[config.mk]
export PLATFORM = sky130hd
export DESIGN_NAME = axi4_lite_regfile_v3
export DESIGN_NICKNAME = d
export VERILOG_FILES = /design/src/rtl/axi4_lite_regfile_v3.sv
export SDC_FILE = /design/constraint.sdc
export NUM_CORES = 1
export LEC_CHECK = 0
export ABC_CLOCK_PERIOD_IN_PS = 4300
export CAP_MARGIN = 10
export CORE_AREA = 10 10 151 153
export CTS_CLUSTER_DIAMETER = 50
export DETAILED_ROUTE_END_ITERATION = 8
export DIE_AREA = 0 0 161 163
export PLACE_DENSITY = 0.95
export SLEW_MARGIN = 5
export SYNTH_ARGS = -nofsm -noshare
export SYNTH_HDL_FRONTEND = slang
export SYNTH_SLANG_ARGS = --single-unit
export TNS_END_PERCENT = 30
[constraint.sdc]
create_clock -name aclk -period 4.3 [get_ports aclk]
set_input_delay 1.29 -clock aclk [delete_from_list [all_inputs] [get_ports aclk]]
set_output_delay 1.29 -clock aclk [all_outputs]
set_load 0.02 [all_outputs]
[src/rtl/axi4_lite_regfile_v3.sv]
// AXI4-Lite slave register file with byte strobes, hardware-fed read-only registers and SLVERR decode.
// Optional per-register write pulse output enabled by defining AXI_REGFILE_WR_PULSE_EN.
module axi4_lite_regfile_v3 #(
   parameter int unsigned          REGISTERS  = 4,
   parameter int unsigned          DATA_WIDTH = 32,
   parameter int unsigned          ADDR_WIDTH = 12,
   parameter logic [REGISTERS-1:0] RO_MASK    = '0
) (
   input  logic                            aclk,
   input  logic                            areset,
   input  logic [ADDR_WIDTH-1:0]           s_awaddr,
   input  logic                            s_awvalid,
   output logic                            s_awready,
   input  logic [DATA_WIDTH-1:0]           s_wdata,
   input  logic [DATA_WIDTH/8-1:0]         s_wstrb,
   input  logic                            s_wvalid,
   output logic                            s_wready,
   output logic [1:0]                      s_bresp,
   output logic                            s_bvalid,
   input  logic                            s_bready,
   input  logic [ADDR_WIDTH-1:0]           s_araddr,
   input  logic                            s_arvalid,
   output logic                            s_arready,
   output logic [DATA_WIDTH-1:0]           s_rdata,
   output logic [1:0]                      s_rresp,
   output logic                            s_rvalid,
   input  logic                            s_rready,
   output logic [REGISTERS*DATA_WIDTH-1:0] reg_out,
`ifdef AXI_REGFILE_WR_PULSE_EN
   output logic [REGISTERS-1:0]            reg_wr_pulse,
`endif
   input  logic [REGISTERS*DATA_WIDTH-1:0] reg_in
);

   localparam int unsigned STRB_W   = DATA_WIDTH / 8;
   localparam int unsigned ADDR_LSB = $clog2(STRB_W);
   localparam int unsigned IDX_W    = ADDR_WIDTH - ADDR_LSB;
   localparam int unsigned RIDX_W   = (REGISTERS > 1) ? $clog2(REGISTERS) : 1;
   localparam logic [1:0]  RESP_OKAY   = 2'b00;
   localparam logic [1:0]  RESP_SLVERR = 2'b10;

   typedef enum logic [1:0] {W_IDLE, W_HAVE_AW, W_HAVE_W, W_RESP} wstate_t;
   typedef enum logic {R_IDLE, R_RESP} rstate_t;

   wstate_t wstate;
   rstate_t rstate;

   logic [DATA_WIDTH-1:0] regs [REGISTERS];
   logic [IDX_W-1:0]      aw_idx_q;
   logic [DATA_WIDTH-1:0] wdata_q;
   logic [STRB_W-1:0]     wstrb_q;

   logic aw_hs, w_hs, ar_hs;
   assign aw_hs = s_awvalid & s_awready;
   assign w_hs  = s_wvalid & s_wready;
   assign ar_hs = s_arvalid & s_arready;

   // Only the word index matters; byte-offset address bits are intentionally ignored.
   logic unused_addr_bits;
   assign unused_addr_bits = &{1'b0, s_awaddr[ADDR_LSB-1:0], s_araddr[ADDR_LSB-1:0]};

   function automatic logic idx_in_range(input logic [IDX_W-1:0] idx);
      return (32'(idx) < REGISTERS);
   endfunction

   function automatic logic [DATA_WIDTH-1:0] merge_bytes(input logic [DATA_WIDTH-1:0] old_val,
                                                         input logic [DATA_WIDTH-1:0] new_val,
                                                         input logic [STRB_W-1:0]     strb);
      logic [DATA_WIDTH-1:0] res;
      res = old_val;
      for (int b = 0; b < int'(STRB_W); b++) begin
         if (strb[b]) res[b*8 +: 8] = new_val[b*8 +: 8];
      end
      return res;
   endfunction

   // Select the address/data pair that commits on this edge, whichever channel arrived last.
   logic                  commit_c;
   logic                  commit_ok_c;
   logic [IDX_W-1:0]      cidx_c;
   logic [RIDX_W-1:0]     cridx_c;
   logic [DATA_WIDTH-1:0] cdata_c;
   logic [STRB_W-1:0]     cstrb_c;

   always_comb begin
      commit_c = 1'b0;
      cidx_c   = s_awaddr[ADDR_WIDTH-1:ADDR_LSB];
      cdata_c  = s_wdata;
      cstrb_c  = s_wstrb;
      case (wstate)
         W_IDLE:    commit_c = aw_hs & w_hs;
         W_HAVE_AW: begin
            commit_c = w_hs;
            cidx_c   = aw_idx_q;
         end
         W_HAVE_W:  begin
            commit_c = aw_hs;
            cdata_c  = wdata_q;
            cstrb_c  = wstrb_q;
         end
         default:   commit_c = 1'b0;
      endcase
      cridx_c     = RIDX_W'(cidx_c);
      commit_ok_c = idx_in_range(cidx_c) && !RO_MASK[cridx_c];
   end

   logic [IDX_W-1:0]  ar_idx_c;
   logic [RIDX_W-1:0] ar_ridx_c;
   logic              ar_ok_c;
   assign ar_idx_c  = s_araddr[ADDR_WIDTH-1:ADDR_LSB];
   assign ar_ridx_c = RIDX_W'(ar_idx_c);
   assign ar_ok_c   = idx_in_range(ar_idx_c);

   // Register storage; read-only slots are never written and stay at zero.
   always_ff @(posedge aclk) begin
      if (areset) begin
         for (int i = 0; i < int'(REGISTERS); i++) regs[i] <= '0;
      end else if (commit_c && commit_ok_c) begin
         regs[cridx_c] <= merge_bytes(regs[cridx_c], cdata_c, cstrb_c);
      end
   end

   for (genvar g = 0; g < int'(REGISTERS); g++) begin : g_reg_out
      assign reg_out[g*DATA_WIDTH +: DATA_WIDTH] = RO_MASK[g] ? '0 : regs[g];
   end

   // Write channel FSM.
   always_ff @(posedge aclk) begin
      if (areset) begin
         wstate    <= W_IDLE;
         s_awready <= 1'b0;
         s_wready  <= 1'b0;
         s_bvalid  <= 1'b0;
         s_bresp   <= RESP_OKAY;
         aw_idx_q  <= '0;
         wdata_q   <= '0;
         wstrb_q   <= '0;
      end else begin
         case (wstate)
            W_IDLE: begin
               s_awready <= 1'b1;
               s_wready  <= 1'b1;
               if (aw_hs && !w_hs) begin
                  aw_idx_q  <= s_awaddr[ADDR_WIDTH-1:ADDR_LSB];
                  s_awready <= 1'b0;
                  wstate    <= W_HAVE_AW;
               end else if (w_hs && !aw_hs) begin
                  wdata_q  <= s_wdata;
                  wstrb_q  <= s_wstrb;
                  s_wready <= 1'b0;
                  wstate   <= W_HAVE_W;
               end
            end
            W_HAVE_AW, W_HAVE_W: ;
            W_RESP: begin
               if (s_bready) begin
                  s_bvalid  <= 1'b0;
                  s_awready <= 1'b1;
                  s_wready  <= 1'b1;
                  wstate    <= W_IDLE;
               end
            end
            default: wstate <= W_IDLE;
         endcase
         if (commit_c) begin
            s_bvalid  <= 1'b1;
            s_bresp   <= commit_ok_c ? RESP_OKAY : RESP_SLVERR;
            s_awready <= 1'b0;
            s_wready  <= 1'b0;
            wstate    <= W_RESP;
         end
      end
   end

   // Read channel FSM; rdata is captured before any same-edge write lands.
   always_ff @(posedge aclk) begin
      if (areset) begin
         rstate    <= R_IDLE;
         s_arready <= 1'b0;
         s_rvalid  <= 1'b0;
         s_rresp   <= RESP_OKAY;
         s_rdata   <= '0;
      end else begin
         case (rstate)
            R_IDLE: begin
               s_arready <= 1'b1;
               if (ar_hs) begin
                  s_arready <= 1'b0;
                  s_rvalid  <= 1'b1;
                  rstate    <= R_RESP;
                  if (!ar_ok_c) begin
                     s_rdata <= '0;
                     s_rresp <= RESP_SLVERR;
                  end else begin
                     s_rdata <= RO_MASK[ar_ridx_c] ? reg_in[DATA_WIDTH*ar_ridx_c +: DATA_WIDTH]
                                                   : regs[ar_ridx_c];
                     s_rresp <= RESP_OKAY;
                  end
               end
            end
            R_RESP: begin
               if (s_rready) begin
                  s_rvalid  <= 1'b0;
                  s_arready <= 1'b1;
                  rstate    <= R_IDLE;
               end
            end
            default: rstate <= R_IDLE;
         endcase
      end
   end

`ifdef AXI_REGFILE_WR_PULSE_EN
   // One-cycle strobe per successful commit, independent of the byte strobes.
   always_ff @(posedge aclk) begin
      if (areset) begin
         reg_wr_pulse <= '0;
      end else begin
         reg_wr_pulse <= '0;
         if (commit_c && commit_ok_c) reg_wr_pulse[cridx_c] <= 1'b1;
      end
   end
`endif

endmodule

==> images/pinout.png <==
Drawn at 3 px/um. Pins as bars across the die edge, other pins in gray.
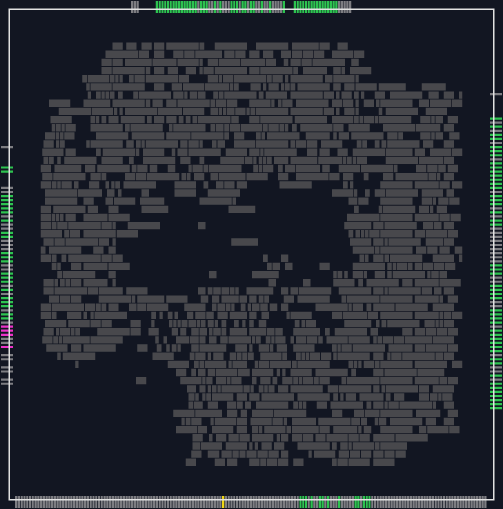
[magenta] s_wstrb | pins: 4 | direction: input | edge: left
[yellow] s_awvalid | pins: 1 | direction: input | edge: bottom
[green] reg_out | pins: 128 | direction: output | edge: 47 right, 46 top, 22 left, 13 bottom

==> flow_summary.toml <==
# yosys + openroad results
[setup_path]
rr_endpoint = "regs[0][31]"
reg2reg_from = "wstate[1]"
crit_required_ps = 4510

[worst_hold_path]
min_to = "wdata_q[25]"
hp-class = "register to register"

[yosys]
ys_cells = 774
syn_inst = 774
synthTopLogicFamily = "simple AND/OR/NAND/NOR gates"
synth_area_um2 = 9350
yosysTopAreaCell = "edfxtp_1"

[route]
num_vias = 7490
finalWirelength_um = 30300
first_pass_iters = 5
drtIter0Drc = 570

[floorplanning]
die_w_um = 161
rows = 52
io_pins = 364

[place]
dp_hpwl_um = 21200
place.port_buffers = 229
placed_cell_area_um2 = 11900

[grt]
met3_usage = 0.0774
grt_antenna_before_repair = 5

[clock_network]
cts_tree = "built"
clkSlewWorstSetupHoldPaths_ps = 60

[power_and_ir_drop]
p_int_mw = 3.78
p_comb_uw = 653

[sta]
relSlewSlack = 0.374

[layout]
post-route-util = 0.640

[outcome]
status = "finished, final reports clean"
==> images/m2.png <==
Drawn at 3 px/um.
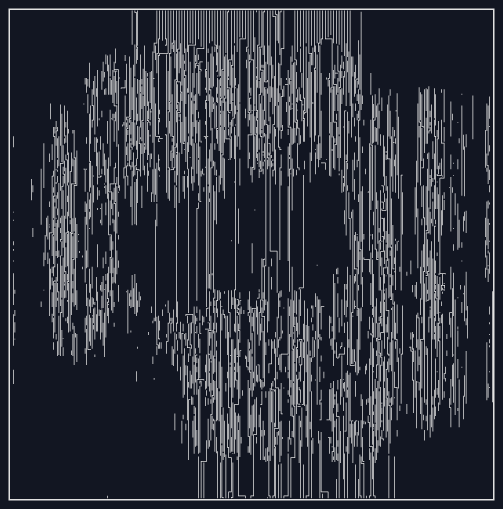
share of all routed wire: 50%
nets with wire on the layer: 956
main direction: vertical
longest straight run: 68.0 um
wire length on this layer: 15300 um

[layout by cell type, fill, tap and decap left out, types with 25 or more instances in the layout]
cell / count
clkdlybuf4s50_1: 226
edfxtp_1: 128
dfxtp_1: 88
nand2_1: 84
nor2_1: 78
nor3_1: 78
mux2i_1: 42
a21oi_1: 40
a22oi_1: 37
buf_4: 34
mux4_2: 32
clkbuf_16: 25
[critical path, cell delays in order]
cell and delay (ps):
clkdlybuf4s50_1 430, nor4_1 350, and3_1 560, o211ai_1 370
o21ai_0 290, buf_4 230
[cell type report]
cell class / count / share of cell area
flip-flops and latches: 216 / 0.440
inverters: 4 / 0.00118
multi-input cells: 491 / 0.268
clock buffers: 29 / 0.0526
clock inverters: 16 / 0.0123
well taps: 270 / 0.0265
diodes: 3 / 0.000589
repair buffers: 262 / 0.198
